==> images/placement_by_type.png <==
Drawn at 4 px/µm. Fill, decap, tap and diode cells in gray.
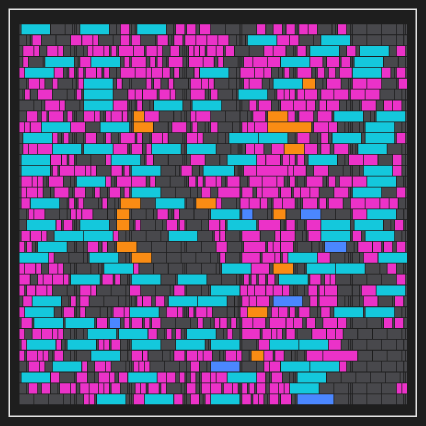
==> images/clk_routes.png <==
Drawn at 6 px/µm.
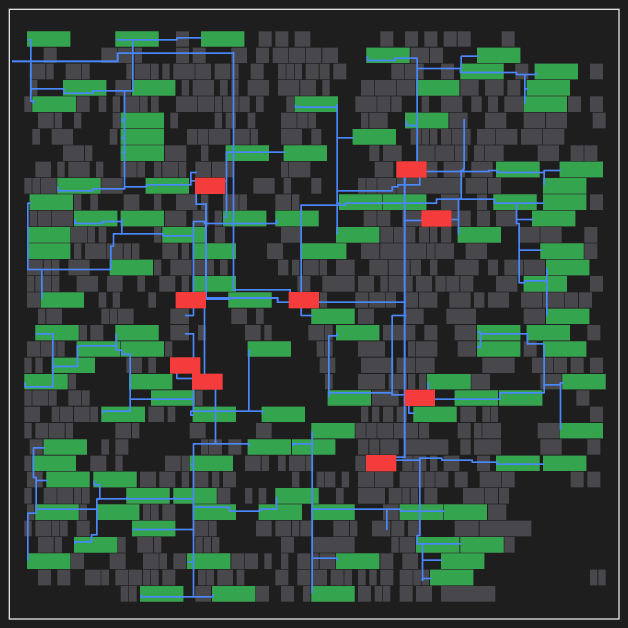
==> images/layer_met2.png <==
Drawn at 4 px/µm. Cells faint in the background.
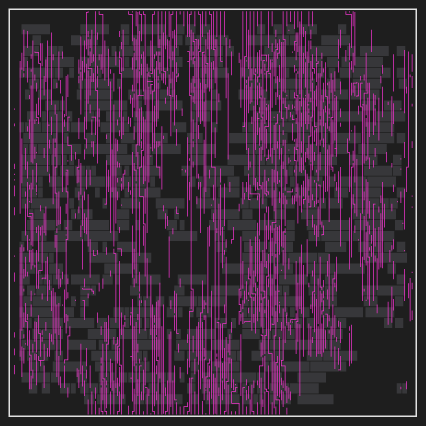
==> images/io_placement.png <==
Drawn at 3 px/µm. Pins as bars across the die edge, other pins in gray.
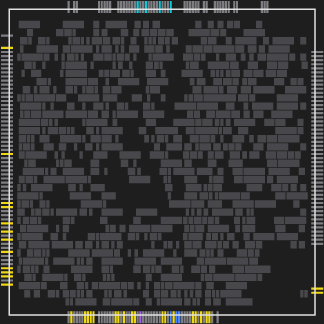
==> images/clocks.png <==
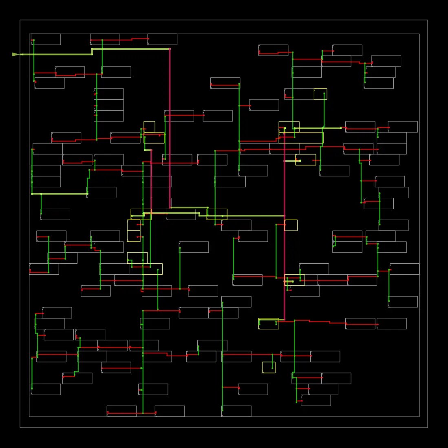
$ cat src/rtl/riscv_32i_lsu.sv
// RV32I load/store unit: one outstanding request, word-aligned memory port with byte enables.
// Optional macro RISCV_LSU_MISALIGN_TRAP_EN turns misaligned H/W accesses into error responses.

package riscv_32i_defs_pkg;
    localparam int XLEN = 32;
    typedef logic [XLEN-1:0] word_t;
    typedef logic [7:0]      byte_t;
endpackage

module riscv_32i_lsu
    import riscv_32i_defs_pkg::*;
#(
    parameter int TIMEOUT_CYCLES = 16,
    parameter int CNT_WIDTH      = $clog2(TIMEOUT_CYCLES + 1)
) (
    input  logic        clk,
    input  logic        rst_n,
    input  logic        req_valid,
    output logic        req_ready,
    input  logic        req_we,
    input  logic [2:0]  req_funct3,
    input  word_t       req_addr,
    input  word_t       req_wdata,
    output logic        rsp_valid,
    output word_t       rsp_rdata,
    output logic        rsp_err,
    output logic        mem_req,
    output logic        mem_we,
    output word_t       mem_addr,
    output logic [3:0]  mem_be,
    output word_t       mem_wdata,
    input  logic        mem_gnt,
    input  logic        mem_rvalid,
    input  word_t       mem_rdata
);

    typedef enum logic [1:0] {
        IDLE     = 2'd0,
        MEM_REQ  = 2'd1,
        MEM_WAIT = 2'd2,
        RESP     = 2'd3
    } state_e;

    state_e               state_q, state_d;
    logic                 we_q, we_d;
    logic [2:0]           funct3_q, funct3_d;
    word_t                addr_q, addr_d;
    word_t                wdata_q, wdata_d;
    word_t                rdata_q, rdata_d;
    logic                 err_q, err_d;
    logic [CNT_WIDTH-1:0] cnt_q, cnt_d;

    logic       illegal;
    logic       misaligned;
    logic       expired;
    logic [1:0] off;
    logic [3:0] be;
    word_t      store_data;
    byte_t      lane_b;
    logic [15:0] lane_h;
    word_t      load_data;

    assign illegal = (req_funct3 == 3'b011) || (req_funct3 == 3'b110) ||
                     (req_funct3 == 3'b111) || (req_we && req_funct3[2]);

`ifdef RISCV_LSU_MISALIGN_TRAP_EN
    assign misaligned = ((req_funct3[1:0] == 2'b01) && req_addr[0]) ||
                        ((req_funct3[1:0] == 2'b10) && (req_addr[1:0] != 2'b00));
`else
    assign misaligned = 1'b0;
`endif

    assign expired = (cnt_q == CNT_WIDTH'(TIMEOUT_CYCLES - 1));
    assign off     = addr_q[1:0];

    // Halfwords only ever use off[1] and words ignore the offset, which silently aligns them.
    always_comb begin
        be         = 4'b1111;
        store_data = wdata_q;
        case (funct3_q[1:0])
            2'b00: begin
                be         = 4'b0001 << off;
                store_data = {4{wdata_q[7:0]}};
            end
            2'b01: begin
                be         = off[1] ? 4'b1100 : 4'b0011;
                store_data = {2{wdata_q[15:0]}};
            end
            default: ;
        endcase
    end

    assign lane_b = mem_rdata[{off, 3'b000} +: 8];
    assign lane_h = mem_rdata[{off[1], 4'b0000} +: 16];

    always_comb begin
        case (funct3_q)
            3'b000:  load_data = {{24{lane_b[7]}}, lane_b};
            3'b100:  load_data = {24'd0, lane_b};
            3'b001:  load_data = {{16{lane_h[15]}}, lane_h};
            3'b101:  load_data = {16'd0, lane_h};
            default: load_data = mem_rdata;
        endcase
    end

    // NOTE: every always_comb output gets a default first so no path leaves it unassigned (no latch).
    always_comb begin
        state_d  = state_q;
        we_d     = we_q;
        funct3_d = funct3_q;
        addr_d   = addr_q;
        wdata_d  = wdata_q;
        rdata_d  = rdata_q;
        err_d    = err_q;
        cnt_d    = cnt_q;

        case (state_q)
            IDLE: begin
                if (req_valid) begin
                    we_d     = req_we;
                    funct3_d = req_funct3;
                    addr_d   = req_addr;
                    wdata_d  = req_wdata;
                    rdata_d  = '0;
                    cnt_d    = '0;
                    if (illegal || misaligned) begin
                        err_d   = 1'b1;
                        state_d = RESP;
                    end else begin
                        err_d   = 1'b0;
                        state_d = MEM_REQ;
                    end
                end
            end
            MEM_REQ: begin
                if (mem_gnt) begin
                    cnt_d   = '0;
                    state_d = we_q ? RESP : MEM_WAIT;
                end else if (expired) begin
                    err_d   = 1'b1;
                    state_d = RESP;
                end else begin
                    cnt_d = cnt_q + CNT_WIDTH'(1);
                end
            end
            MEM_WAIT: begin
                if (mem_rvalid) begin
                    rdata_d = load_data;
                    state_d = RESP;
                end else if (expired) begin
                    err_d   = 1'b1;
                    rdata_d = '0;
                    state_d = RESP;
                end else begin
                    cnt_d = cnt_q + CNT_WIDTH'(1);
                end
            end
            RESP: begin
                state_d = IDLE;
            end
            default: state_d = IDLE;
        endcase
    end

    // NOTE: sequential state uses non-blocking assignments so all registers update from pre-edge values.
    always_ff @(posedge clk) begin
        if (!rst_n) begin
            state_q  <= IDLE;
            we_q     <= 1'b0;
            funct3_q <= 3'b000;
            addr_q   <= '0;
            wdata_q  <= '0;
            rdata_q  <= '0;
            err_q    <= 1'b0;
            cnt_q    <= '0;
        end else begin
            state_q  <= state_d;
            we_q     <= we_d;
            funct3_q <= funct3_d;
            addr_q   <= addr_d;
            wdata_q  <= wdata_d;
            rdata_q  <= rdata_d;
            err_q    <= err_d;
            cnt_q    <= cnt_d;
        end
    end

    assign req_ready = (state_q == IDLE);
    assign mem_req   = (state_q == MEM_REQ);
    assign mem_we    = mem_req & we_q;
    assign mem_addr  = mem_req ? {addr_q[31:2], 2'b00} : '0;
    assign mem_be    = mem_req ? be : 4'b0000;
    assign mem_wdata = mem_req ? store_data : '0;
    assign rsp_valid = (state_q == RESP);
    assign rsp_rdata = rsp_valid ? rdata_q : '0;
    assign rsp_err   = rsp_valid & err_q;

endmodule
$ cat config.mk
export PLATFORM = sky130hd
export DESIGN_NAME = riscv_32i_lsu
export DESIGN_NICKNAME = d
export VERILOG_FILES = /design/src/rtl/riscv_32i_lsu.sv
export SDC_FILE = /design/constraint.sdc
export NUM_CORES = 1
export LEC_CHECK = 0
export CAP_MARGIN = 20
export CORE_MARGIN = 2
export CORE_UTILIZATION = 60
export DETAILED_ROUTE_END_ITERATION = 12
export DONT_BUFFER_PORTS = 1
export GPL_ROUTABILITY_DRIVEN = 0
export PLACE_DENSITY = 0.76
export SYNTH_ARGS = -nofsm -noshare
export SYNTH_HDL_FRONTEND = slang
export SYNTH_SLANG_ARGS = --single-unit
$ cat constraint.sdc
create_clock -name clk -period 5.58 [get_ports clk]
set_input_delay 1.674 -clock clk [delete_from_list [all_inputs] [get_ports clk]]
set_output_delay 1.674 -clock clk [all_outputs]
set_load 0.02 [all_outputs]
==> datasheet_impl.txt <==
Characteristics after synthesis and place and route

Parameter                              Value

Power
  Power in sequential cells .................. 1010 µW
  Peak supply drop .................. 0.000195 V

Finish
  Comb area share .................. 55.1%
  Non-filler cells in the finished layout .................. 781
  Number of fill cells in the layout .................. 806

Synthesis
  Synthesized instance count .................. 686
  Most instantiated library cell after synthesis .................. sky130_fd_sc_hd__nand2_1
  Register bit count reported by yosys .................. 108

Worst setup path
  CP Capture Type .................. output port
  Delay of the slowest cell on the worst path .................. 0.92 ns
  Count of buffer and inverter cells on the critical path .................. 1
  List of cells traversed by the critical path .................. inv_2, a21boi_1
  Register-to-register setup slack .................. 3.16 ns

GRT
  Routing usage on met1 .................. 32.2%
  Wire length of the first global-routing pass .................. 22300 µm

Placement
  Cell area after placement .................. 5650 µm²

Status
  Run status .................. finished clean

Min path
  Depth of the worst hold-timing path .................. 2
  Worst hold path startpoint .................. addr_q[19]$_SDFFE_PN0P_

CTS
  Post-CTS setup buffer count .................. 0

Timing
  Total of endpoints with negative setup slack in the final report .................. 0
-- placement_by_type.png (at the start) --
- flops: cyan (cells 108)
- other buffers and delay cells: blue (cells 7)
- combinational and other logic: magenta (cells 521)
- clock drivers and dummy loads: orange (cells 16)

-- clk_routes.png (at the start) --
- flip-flops: green (count 108)
- clock drivers: red (count 9)
- clock wires: blue (length 1200 µm)
- routed clock nets: 10
- flops lie: all over the die

-- layer_met2.png (at the start) --
- longest straight run: 49.7 µm
- main direction: vertical
- share of all routed wire: 48%
fraction of met2 tracks used by global routing: 46.4%
DR vias: 4807
DRT Wirelength: 14600 µm

-- io_placement.png (at the start) --
- mem_we: purple (pins 1; direction output; edge south)
- req_funct3: blue (pins 3; direction input; edge south)
- mem_addr: yellow (pins 32; direction output; edge 18 south, 12 west, 2 east)
- mem_be: cyan (pins 4; direction output; edge north)
- all pins by edge: 60 west, 53 south, 50 east, 47 north
die width: 101 µm
vertical die dimension: 101 µm
port bufs: 0

-- clocks.png (at the start) --
number of clock-tree buffers in the layout: 9
CTS Sinks: 108
clk pwr: 501 µW
latest clock arrival within the worst-skew pair: 0.37 ns

No activity file was given, so power comes from the tool's default toggle rates.
